### Signal metal coverage by tile

The bar under the picture is 20 µm long. 23 x 24 tiles, from dark blue (low) to red (high), scaled to the fullest tile. Values are wire area over tile area, all layers added.
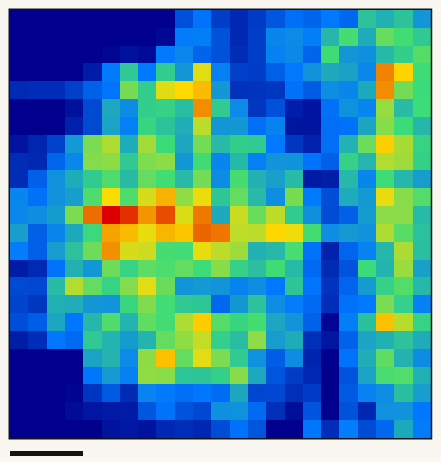
### Congestion heat map

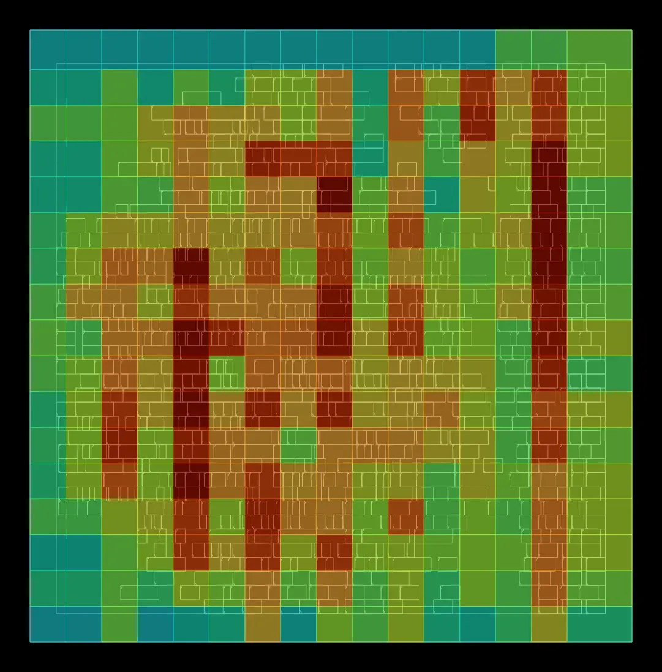
### Cell area per tile

The bar under the picture is 20 µm long. 12 x 12 tiles, from dark blue (low) to red (high), 0 to 100% covered.
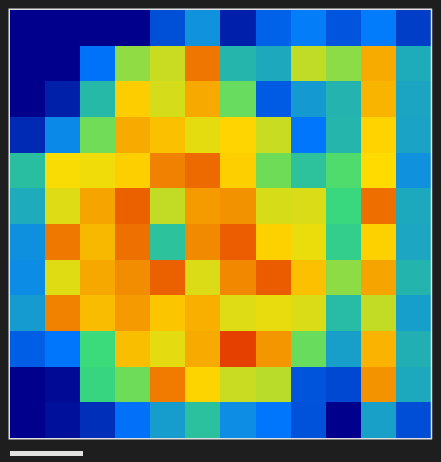
==> src/rtl/salva_restaura_contexto_pkg.sv <==
// rtl/salva_restaura_contexto_pkg.sv - shared state encoding and constants for the context save/restore engine
package salva_restaura_contexto_pkg;

    typedef enum logic [2:0] {
        OCIOSO    = 3'd0,
        SALVA     = 3'd1,
        RESTAURA  = 3'd2,
        ESVAZIA   = 3'd3,
        CONCLUIDO = 3'd4
    } estado_t;

    localparam int   NUM_REGS_PADRAO = 32;
    localparam int   REG_ZERO_PADRAO = 31;
    localparam logic OP_SALVA        = 1'b0;
    localparam logic OP_RESTAURA     = 1'b1;

endpackage

==> src/rtl/salva_restaura_contexto.sv <==
// rtl/salva_restaura_contexto.sv - context save/restore engine driving the register bank and data memory
module salva_restaura_contexto
    import salva_restaura_contexto_pkg::*;
#(
    parameter int NUM_REGS   = NUM_REGS_PADRAO,
    parameter int REG_ZERO   = REG_ZERO_PADRAO,
    parameter int DATA_WIDTH = 32,
    parameter int ADDR_WIDTH = 32
) (
    input  logic                  Clock,
    input  logic                  Reset,
    input  logic                  Iniciar,
    input  logic                  Operacao,
    input  logic [ADDR_WIDTH-1:0] BaseEndereco,
    output logic                  Ocupado,
    output logic                  Concluido,
    output logic [4:0]            RegLeitura,
    input  logic [DATA_WIDTH-1:0] DadoLido,
    output logic [4:0]            RegEscrita,
    output logic                  RegWrite,
    output logic [DATA_WIDTH-1:0] EscreveDado,
    output logic [ADDR_WIDTH-1:0] MemEndereco,
    output logic [DATA_WIDTH-1:0] MemDadoEscrita,
    output logic                  MemWrite,
    input  logic [DATA_WIDTH-1:0] MemDadoLido
);

    localparam logic [4:0] PRIMEIRO = (REG_ZERO == 0) ? 5'd1 : 5'd0;
    localparam logic [4:0] ULTIMO   = (REG_ZERO == NUM_REGS - 1) ? 5'(NUM_REGS - 2) : 5'(NUM_REGS - 1);

    // Next register index, stepping over the hard-wired zero register.
    function automatic logic [4:0] proximo(input logic [4:0] idx);
        logic [4:0] n;
        n = idx + 5'd1;
        if (n == 5'(REG_ZERO)) begin
            n = n + 5'd1;
        end
        return n;
    endfunction

    estado_t               estado_q;
    logic [4:0]            i_q;
    logic [ADDR_WIDTH-1:0] base_q;
    logic [4:0]            pipe_idx_q;
    logic                  pipe_valid_q;
    logic                  ocupado_q;
    logic                  concluido_q;
    logic                  mem_write_q;
    logic [4:0]            reg_leitura_q;
    logic [ADDR_WIDTH-1:0] mem_addr_q;
    logic [4:0]            prox_d;

    always_comb begin
        prox_d = proximo(i_q);
    end

    always_ff @(posedge Clock) begin
        if (Reset) begin
            estado_q      <= OCIOSO;
            i_q           <= '0;
            base_q        <= '0;
            pipe_idx_q    <= '0;
            pipe_valid_q  <= 1'b0;
            ocupado_q     <= 1'b0;
            concluido_q   <= 1'b0;
            mem_write_q   <= 1'b0;
            reg_leitura_q <= '0;
            mem_addr_q    <= '0;
        end else begin
            concluido_q <= 1'b0;
            case (estado_q)
                OCIOSO: begin
                    pipe_valid_q <= 1'b0;
                    mem_write_q  <= 1'b0;
                    if (Iniciar) begin
                        base_q     <= BaseEndereco;
                        i_q        <= PRIMEIRO;
                        mem_addr_q <= BaseEndereco + ADDR_WIDTH'(PRIMEIRO);
                        ocupado_q  <= 1'b1;
                        if (Operacao == OP_SALVA) begin
                            estado_q      <= SALVA;
                            reg_leitura_q <= PRIMEIRO;
                            mem_write_q   <= 1'b1;
                        end else begin
                            estado_q <= RESTAURA;
                        end
                    end
                end
                SALVA: begin
                    if (i_q == ULTIMO) begin
                        estado_q    <= CONCLUIDO;
                        mem_write_q <= 1'b0;
                        concluido_q <= 1'b1;
                    end else begin
                        i_q           <= prox_d;
                        reg_leitura_q <= prox_d;
                        mem_addr_q    <= base_q + ADDR_WIDTH'(prox_d);
                    end
                end
                RESTAURA: begin
                    // Memory answers one cycle later, so the bank write trails the read by one stage.
                    pipe_valid_q <= 1'b1;
                    pipe_idx_q   <= i_q;
                    if (i_q == ULTIMO) begin
                        estado_q <= ESVAZIA;
                    end else begin
                        i_q        <= prox_d;
                        mem_addr_q <= base_q + ADDR_WIDTH'(prox_d);
                    end
                end
                ESVAZIA: begin
                    pipe_valid_q <= 1'b0;
                    estado_q     <= CONCLUIDO;
                    concluido_q  <= 1'b1;
                end
                CONCLUIDO: begin
                    estado_q  <= OCIOSO;
                    ocupado_q <= 1'b0;
                end
                default: begin
                    estado_q <= OCIOSO;
                end
            endcase
        end
    end

    assign Ocupado        = ocupado_q;
    assign Concluido      = concluido_q;
    assign RegLeitura     = reg_leitura_q;
    assign RegEscrita     = pipe_idx_q;
    assign RegWrite       = pipe_valid_q;
    assign MemEndereco    = mem_addr_q;
    assign MemWrite       = mem_write_q;
    assign MemDadoEscrita = (estado_q == SALVA) ? DadoLido : '0;
    assign EscreveDado    = pipe_valid_q ? MemDadoLido : '0;

endmodule
==> config.mk <==
export PLATFORM = sky130hd
export DESIGN_NAME = salva_restaura_contexto
export DESIGN_NICKNAME = d
export VERILOG_FILES = /design/src/rtl/salva_restaura_contexto_pkg.sv /design/src/rtl/salva_restaura_contexto.sv
export SDC_FILE = /design/constraint.sdc
export NUM_CORES = 1
export LEC_CHECK = 0
export CORE_AREA = 5 5 111 113
export DETAILED_ROUTE_END_ITERATION = 12
export DIE_AREA = 0 0 116 118
export GPL_TIMING_DRIVEN = 0
export PLACE_DENSITY = 0.85
export SLEW_MARGIN = 20
export SYNTH_ARGS = -nofsm -noshare
export SYNTH_HDL_FRONTEND = slang
export SYNTH_SLANG_ARGS = --single-unit
==> constraint.sdc <==
create_clock -name Clock -period 5.32 [get_ports Clock]
set_clock_uncertainty 0.2 [all_clocks]
set_input_delay 0.532 -clock Clock [delete_from_list [all_inputs] [get_ports Clock]]
set_output_delay 0.532 -clock Clock [all_outputs]
set_load 0.01 [all_outputs]
==> impl_metrics.csv <==
group,metric,value,unit
outcome,status,"finished, final reports clean",
final_timing,finalClockPeriodUsage,85.8,%
layout,layout.cells.most_common,"clkdlybuf4s50_1",
worst_setup_path,max_stage_delay,450,ps
place,pre_cts_ws,858,ps
power_and_ir_drop,top_power_group,"sequential cells",
power_and_ir_drop,comb_power_share,28.2,%
worst_hold_path,hp-start,"base_q[4]",
power_and_ir_drop,ir_drop,0.231,mV
power_and_ir_drop,pg_clk,0.000601,W
place,port_buffers,209,
routing,dr_wl_met3,1630,µm
layout,fin_nets,933,
final_timing,rsz0062_at_grt,"false",
layout,final_cell_mix,"clkdlybuf4s50_1, nand2_1, dfxtp_1",
power_and_ir_drop,fin_total_pwr,0.00188,W
cts,clockBufferDepth,2,
synthesis,synthTopLogicFamily,"simple AND/OR/NAND/NOR gates",
routing,dr_wl_met2,9590,µm
layout,fill_cells,956,
synthesis,ys_seq_share,36.4,%
final_timing,whs,258,ps
power_and_ir_drop,comb_cell_power,0.000532,W
layout,logic_area,2770,µm²
worst_hold_path,min_path_type,"flop to flop",
floorplanning,die_h,118,µm
place,dpl.hpwl,14100,µm
final_timing,setup_tns,0,ps
power_and_ir_drop,p_int,0.00131,W
layout,area_share_nonclk_buffers,31.2,%
worst_setup_path,reg2reg_depth,16,
power_and_ir_drop,p_clk_share,31.9,%
power_and_ir_drop,powerDensity,259,nW/µm²
worst_setup_path,cp.depth,16,
grt,overflow,0,
synthesis,ys_cells,603,
routing,drtIter0Drc,456,
worst_setup_path,crit_path_end,"MemEndereco[28]",
routing,routed_wl,17900,µm
layout,area_growth,54.0,%
worst_setup_path,r2r-start,"i_q[1]",
synthesis,ys_sh_adder,2.81,%
floorplanning,std_cell_rows,39,
layout,multi_input_comb_cells,457,
cts,clk_pin_slew,60,ps
layout,clock_area_share,3.83,%
layout,postLayoutCellArea,7280,µm²
worst_setup_path,worst_setup_path_end_kind,"flop",
power_and_ir_drop,seq_power_share,39.9,%
-- 'Signal metal coverage by tile' (at the start) --
mean over tiles: 0.22
nearly empty tiles: 11%
tiles over half the peak: 23%
emptiest ninth of the die: top left
GRT Total Usage: 24.9%
total number of vias: 5237
Wirelength per Cell: 18.4 µm

-- 'Congestion heat map' (at the start) --
GRT met1 Usage: 27.4%
grt peak-use layer: met2
Layout Utilization: 64.9%
met2 Use GR: 46.4%
met3 Track Usage GR: 4.73%

-- 'Cell area per tile' (at the start) --
tiles over 75% full: 32%
mean over tiles: 52%
densest ninth of the die: middle

Power and IR drop assume default switching activity.
